--- src/rtl/seg_pkg.sv ---
// seg_pkg: shared constants and state type for the 7-segment display arbiter and its sources
package seg_pkg;
  localparam logic [3:0] BLANK = 4'hF;
  localparam int DW = 8;
  typedef enum logic {IDLE = 1'b0, HOLD = 1'b1} state_t;
endpackage

--- src/rtl/seg_display_arbiter_if.sv ---
// seg_display_arbiter_if: sources drive req/dbus (master); arbiter returns gnt/owner/busy/din0/din1 (slave)
interface seg_display_arbiter_if #(parameter int NREQ = 3);
  logic [NREQ-1:0]   req;
  logic [8*NREQ-1:0] dbus;
  logic [NREQ-1:0]   gnt;
  logic [1:0]        owner;
  logic              busy;
  logic [3:0]        din0;
  logic [3:0]        din1;
  modport master (output req, dbus, input gnt, owner, busy, din0, din1);
  modport slave (input req, dbus, output gnt, owner, busy, din0, din1);
endinterface

--- src/rtl/seg_rr_pick.sv ---
// seg_rr_pick: combinational round-robin picker; ports req/ptr/excl_en/excl in, pick/found out
module seg_rr_pick #(parameter int NREQ = 3) (
  input  logic [NREQ-1:0] req,
  input  logic [1:0]      ptr,
  input  logic            excl_en,
  input  logic [1:0]      excl,
  output logic [1:0]      pick,
  output logic            found
);
  int idx;
  always_comb begin
    pick = '0;
    found = 1'b0;
    idx = 0;
    for (int i = 1; i <= NREQ; i++) begin
      idx = (int'(ptr) + i) % NREQ;
      if (!found && req[idx] && !(excl_en && idx == int'(excl))) begin
        found = 1'b1;
        pick = idx[1:0];
      end
    end
  end
endmodule

--- src/rtl/seg_display_arbiter.sv ---
// seg_display_arbiter: round-robin owner of the two-digit display; ports clk, rst (async, active-low), bus (slave)
module seg_display_arbiter
  import seg_pkg::*;
#(
  parameter int NREQ     = 3,
  parameter int HOLD_CYC = 16000000,
  parameter int CNT_W    = 24,
  parameter bit PRIO0    = 1'b1
) (
  input logic clk,
  input logic rst,
  seg_display_arbiter_if.slave bus
);
  state_t           state;
  logic [CNT_W-1:0] cnt;
  logic [1:0]       ptr, pick;
  logic             found, sat;
  assign sat = cnt == CNT_W'(HOLD_CYC - 1);
  seg_rr_pick #(.NREQ(NREQ)) u_pick (
    .req(bus.req), .ptr(ptr), .excl_en(state == HOLD), .excl(bus.owner), .pick(pick), .found(found)
  );
  always_ff @(posedge clk or negedge rst) begin
    if (!rst) begin
      state <= IDLE;
      cnt <= '0;
      ptr <= 2'(NREQ - 1);
      bus.gnt <= '0;
      bus.owner <= '0;
      bus.busy <= 1'b0;
      bus.din0 <= BLANK;
      bus.din1 <= BLANK;
    end else begin
      // data follows the registered owner, so it trails gnt by one cycle
      bus.din0 <= bus.busy ? bus.dbus[DW*bus.owner +: 4] : BLANK;
      bus.din1 <= bus.busy ? bus.dbus[DW*bus.owner+4 +: 4] : BLANK;
      if (state == IDLE) begin
        if (found) begin
          state <= HOLD;
          bus.gnt <= NREQ'(1) << pick;
          bus.owner <= pick;
          bus.busy <= 1'b1;
          ptr <= pick;
          cnt <= '0;
        end
      end else if (!bus.req[bus.owner]) begin
        state <= IDLE;
        bus.gnt <= '0;
        bus.busy <= 1'b0;
      end else if (PRIO0 && bus.req[0] && bus.owner != 2'd0) begin
        bus.gnt <= NREQ'(1);
        bus.owner <= 2'd0;
        ptr <= 2'd0;
        cnt <= '0;
      end else if (sat && found) begin
        bus.gnt <= NREQ'(1) << pick;
        bus.owner <= pick;
        ptr <= pick;
        cnt <= '0;
      end else begin
        cnt <= sat ? cnt : cnt + 1'b1;
      end
    end
  end
endmodule

--- src/flat_wrapper.sv ---
// flat-port wrapper written by rule: the top's interface ports become plain ports
module seg_display_arbiter_flat import seg_pkg::*;
#(
  parameter int NREQ     = 3,
  parameter int HOLD_CYC = 16000000,
  parameter int CNT_W    = 24,
  parameter bit PRIO0    = 1'b1
)
  (clk, rst, bus_req, bus_dbus, bus_gnt, bus_owner, bus_busy, bus_din0, bus_din1);
  seg_display_arbiter_if #(.NREQ(NREQ)) bus_i ();
  input logic clk;
  input logic rst;
  input wire logic [$bits(bus_i.req)-1:0] bus_req;
  input wire logic [$bits(bus_i.dbus)-1:0] bus_dbus;
  output wire logic [$bits(bus_i.gnt)-1:0] bus_gnt;
  output wire logic [$bits(bus_i.owner)-1:0] bus_owner;
  output wire logic [$bits(bus_i.busy)-1:0] bus_busy;
  output wire logic [$bits(bus_i.din0)-1:0] bus_din0;
  output wire logic [$bits(bus_i.din1)-1:0] bus_din1;
  assign bus_i.req = bus_req;
  assign bus_i.dbus = bus_dbus;
  assign bus_gnt = bus_i.gnt;
  assign bus_owner = bus_i.owner;
  assign bus_busy = bus_i.busy;
  assign bus_din0 = bus_i.din0;
  assign bus_din1 = bus_i.din1;
  seg_display_arbiter #(.NREQ(NREQ), .HOLD_CYC(HOLD_CYC), .CNT_W(CNT_W), .PRIO0(PRIO0)) u_core (.clk(clk), .rst(rst), .bus(bus_i));
endmodule
--- config.mk ---
export PLATFORM = sky130hd
export DESIGN_NAME = seg_display_arbiter_flat
export DESIGN_NICKNAME = d
export VERILOG_FILES = /design/src/rtl/seg_pkg.sv /design/src/rtl/seg_display_arbiter_if.sv /design/src/rtl/seg_rr_pick.sv /design/src/rtl/seg_display_arbiter.sv /design/src/flat_wrapper.sv
export SDC_FILE = /design/constraint.sdc
export NUM_CORES = 1
export LEC_CHECK = 0
export ABC_AREA = 1
export CORE_ASPECT_RATIO = 0.7
export CORE_UTILIZATION = 30
export DETAILED_ROUTE_END_ITERATION = 6
export HOLD_SLACK_MARGIN = 0.06
export PLACE_DENSITY = 0.6
export RECOVER_POWER = 50
export SKIP_CTS_REPAIR_TIMING = 1
export SYNTH_ARGS = -nofsm -noshare
export SYNTH_HDL_FRONTEND = slang
export SYNTH_HIERARCHICAL = 1
export SYNTH_SLANG_ARGS = --single-unit
--- constraint.sdc ---
create_clock -name clk -period 6.6 [get_ports clk]
set_clock_uncertainty 0.15 [all_clocks]
set_input_delay 1.65 -clock clk [delete_from_list [all_inputs] [get_ports clk]]
set_output_delay 1.65 -clock clk [all_outputs]
set_load 0.01 [all_outputs]
Fig. 1: metal 1
The bar under the picture is 20 um long.
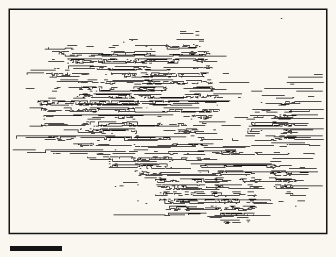
wire length on this layer	4150 um
main direction	horizontal
share of all routed wire	53%

Fig. 2: the metal 2 layer
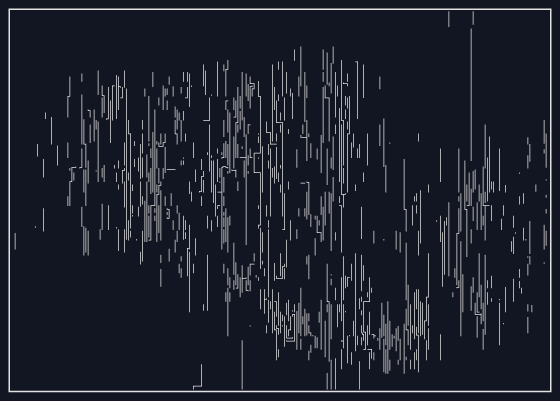
longest straight run	34.2 um
wire length on this layer	2920 um
share of all routed wire	37%
main direction	vertical

Fig. 3: met3 routing
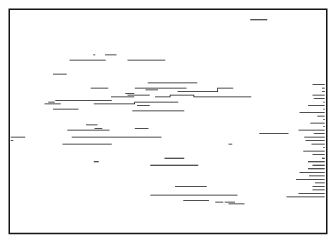
longest straight run	34.5 um
share of all routed wire	8.1%
main direction	horizontal
Total Routed Length: 7800 um
met3 usage: 0.0316
vias: 2825

Fig. 4: congestion heat map
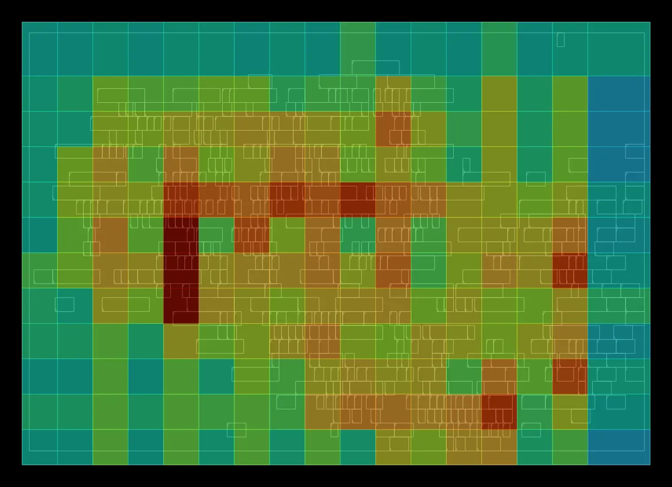
Tot GR Track Use: 0.163
Most Used Layer, Global Route: met1
final core occ: 0.375

power by group:
| part | internal (W) | switching, W |
|---|---|---|
| clock | 0.000151 | 0.0000971 |
| combinational | 0.000252 | 0.000500 |
| sequential | 0.000313 | 0.0000618 |
| total | 0.000716 | 0.000659 |
critical path: stages, from the launching register on:
cell and delay, ns:
dfrtp_1 0.84, inv_1 0.23, ha_1 0.45, inv_2 0.18
nand3_2 0.10, ha_1 0.31, inv_1 0.05, nand3_1 0.05
nand2_1 0.07, clkinv_1 0.07, nor2_2 0.09, nand2_2 0.09
nand2_4 0.08, nand4_2 0.09, nand3_1 0.17, nand2_1 0.13
nand2_4 0.12, nand2_4 0.19, nor2_4 0.38, nand2_1 0.09
nand2_1 0.08
registers in the layout, summed over array words and instances, names as in the netlist:
register,flops
u_core/bus.din0,4
u_core/ptr,1
u_core/bus.owner,2
u_core/state,1
u_core/bus.busy,1
u_core/cnt,24
u_core/bus.din1,4
u_core/bus.gnt,3
worst max-delay path by stage:
stage,startpoint,slack [ns],cells after the start,end
finish,u_core/bus.owner[0],2.53,20,u_core/cnt[6]
global route,u_core/bus.owner[0],2.12,20,u_core/cnt[13]
floorplan,bus_req[1],3.48,12,u_core/cnt[19]
CTS,u_core/bus.owner[0],2.55,20,u_core/cnt[19]
global placement,bus_req[1],2.56,14,u_core/cnt[3]
detailed placement,bus_req[1],2.52,14,u_core/cnt[17]
cell type report:
class                   count  area [um2]  area share
inverters                  38         143      0.0389
well taps                 128         160      0.0436
multi-input cells         343        1800       0.489
flip-flops and latches     40        1010       0.276
clock buffers               8         146      0.0399
repair buffers             42         414       0.113
metal layers:
layer / track usage / share of wire / vias to the layer above
met3: 0.0316 / 0.081 / 7
met2: 0.228 / 0.37 / 116
li1: - / - / 1446
met5: 0 / 0 / -
met4: 0.0499 / 0.012 / 0
met1: 0.249 / 0.53 / 1256
per-stage QoR:
step	hold slack, ns	worst slack, ns	instances	cell area [um2]
4_1_cts	0.375	2.55	599	3670
2_1_floorplan	0.340	3.48	432	3050
5_1_grt	0.397	2.12	599	3670
3_5_place_dp	0.361	2.52	591	3530
6_report	0.363	2.53	599	3670
3_3_place_gp	0.363	2.56	591	3530
placed cells by master (no fill, tap or decap), drive strengths merged, types with 9 or more instances in the layout:
cell / Yosys / routed
nor2: 71 / 71
nand2: 159 / 159
ha: 10 / 10
dfstp: 9 / 9
o21ai: 14 / 14
dfrtp: 31 / 31
clkbuf: 0 / 9
xnor2: 9 / 9
inv: 37 / 37
clkdlybuf4s50: 0 / 34
nand3: 52 / 52
xor2: 9 / 9
cells by family (layout without fill, tap and decap cells):
family | count (synthesis) | after routing | share of synthesized area
xor+xnor | 18 | 18 | 0.0516
compound gates | 26 | 26 | 0.0631
simple gates | 289 | 289 | 0.432
flops | 40 | 40 | 0.332
fa+ha+maj | 10 | 10 | 0.0410
buf+inv | 49 | 88 | 0.0803
==> notes.md <==
flow finished, numbers: CP arrival=4.14 ns, largest net degree at the start of global routing=41, fraction of layout cells with a size suffix above 1=0.102, global-route wire length before repair=13600 um, RSZ-0062 raised after global routing=false, CTS tree=built, drt pass-1 iters=5, vias in the first global route=2764, most instantiated library cell after synthesis=nand2_1, Horiz. Die Dim=123 um, Late-Pin Clk Latency=0.29 ns, commonest cells in the netlist=nand2_1, nor2_1, nand3_1, fin crit period=4.07 ns, r2r setup slk=2.53 ns, Synth Net Count=471, Post-synth regs=40, Die ar.=10600 um2, Inserted Clock Buffers=5, area reported by Yosys stat=3050 um2, top_reg_cell synth=dfrtp_1, failing checks=max-capacitance violations, max-slew violations, Cell Area, Synth=3050 um2, post-synthesis async set-or-reset flop share=1.00, P per Cell Area=375 nW/um2, Cell Rows=30, Sink Count=40, Syn Inst Count=432, I/O pin total=43, Hold Path Sink=u_core/bus.gnt[0], Die Span Y=86.4 um, max_cap viols=1, R2R cell count=20, GP Congestion=0.899, final period utilization=0.616, crit path max fanout=27, 1st-iter DRT viols=198, Worst IR Drop VDD=0.153 mV, Slew Viols, Final=41, top-area cell type share of the netlist area=0.254, WL/cell=13.0 um, achievable frequency=246 MHz, Final Power=0.00138 W, synth top area cells=dfrtp_1, nand2_1, nand3_1, YS warnings=6, status=finished, violations left, crit start category=register, tool warning count=32
No activity file was given, so power comes from the tool's default toggle rates.
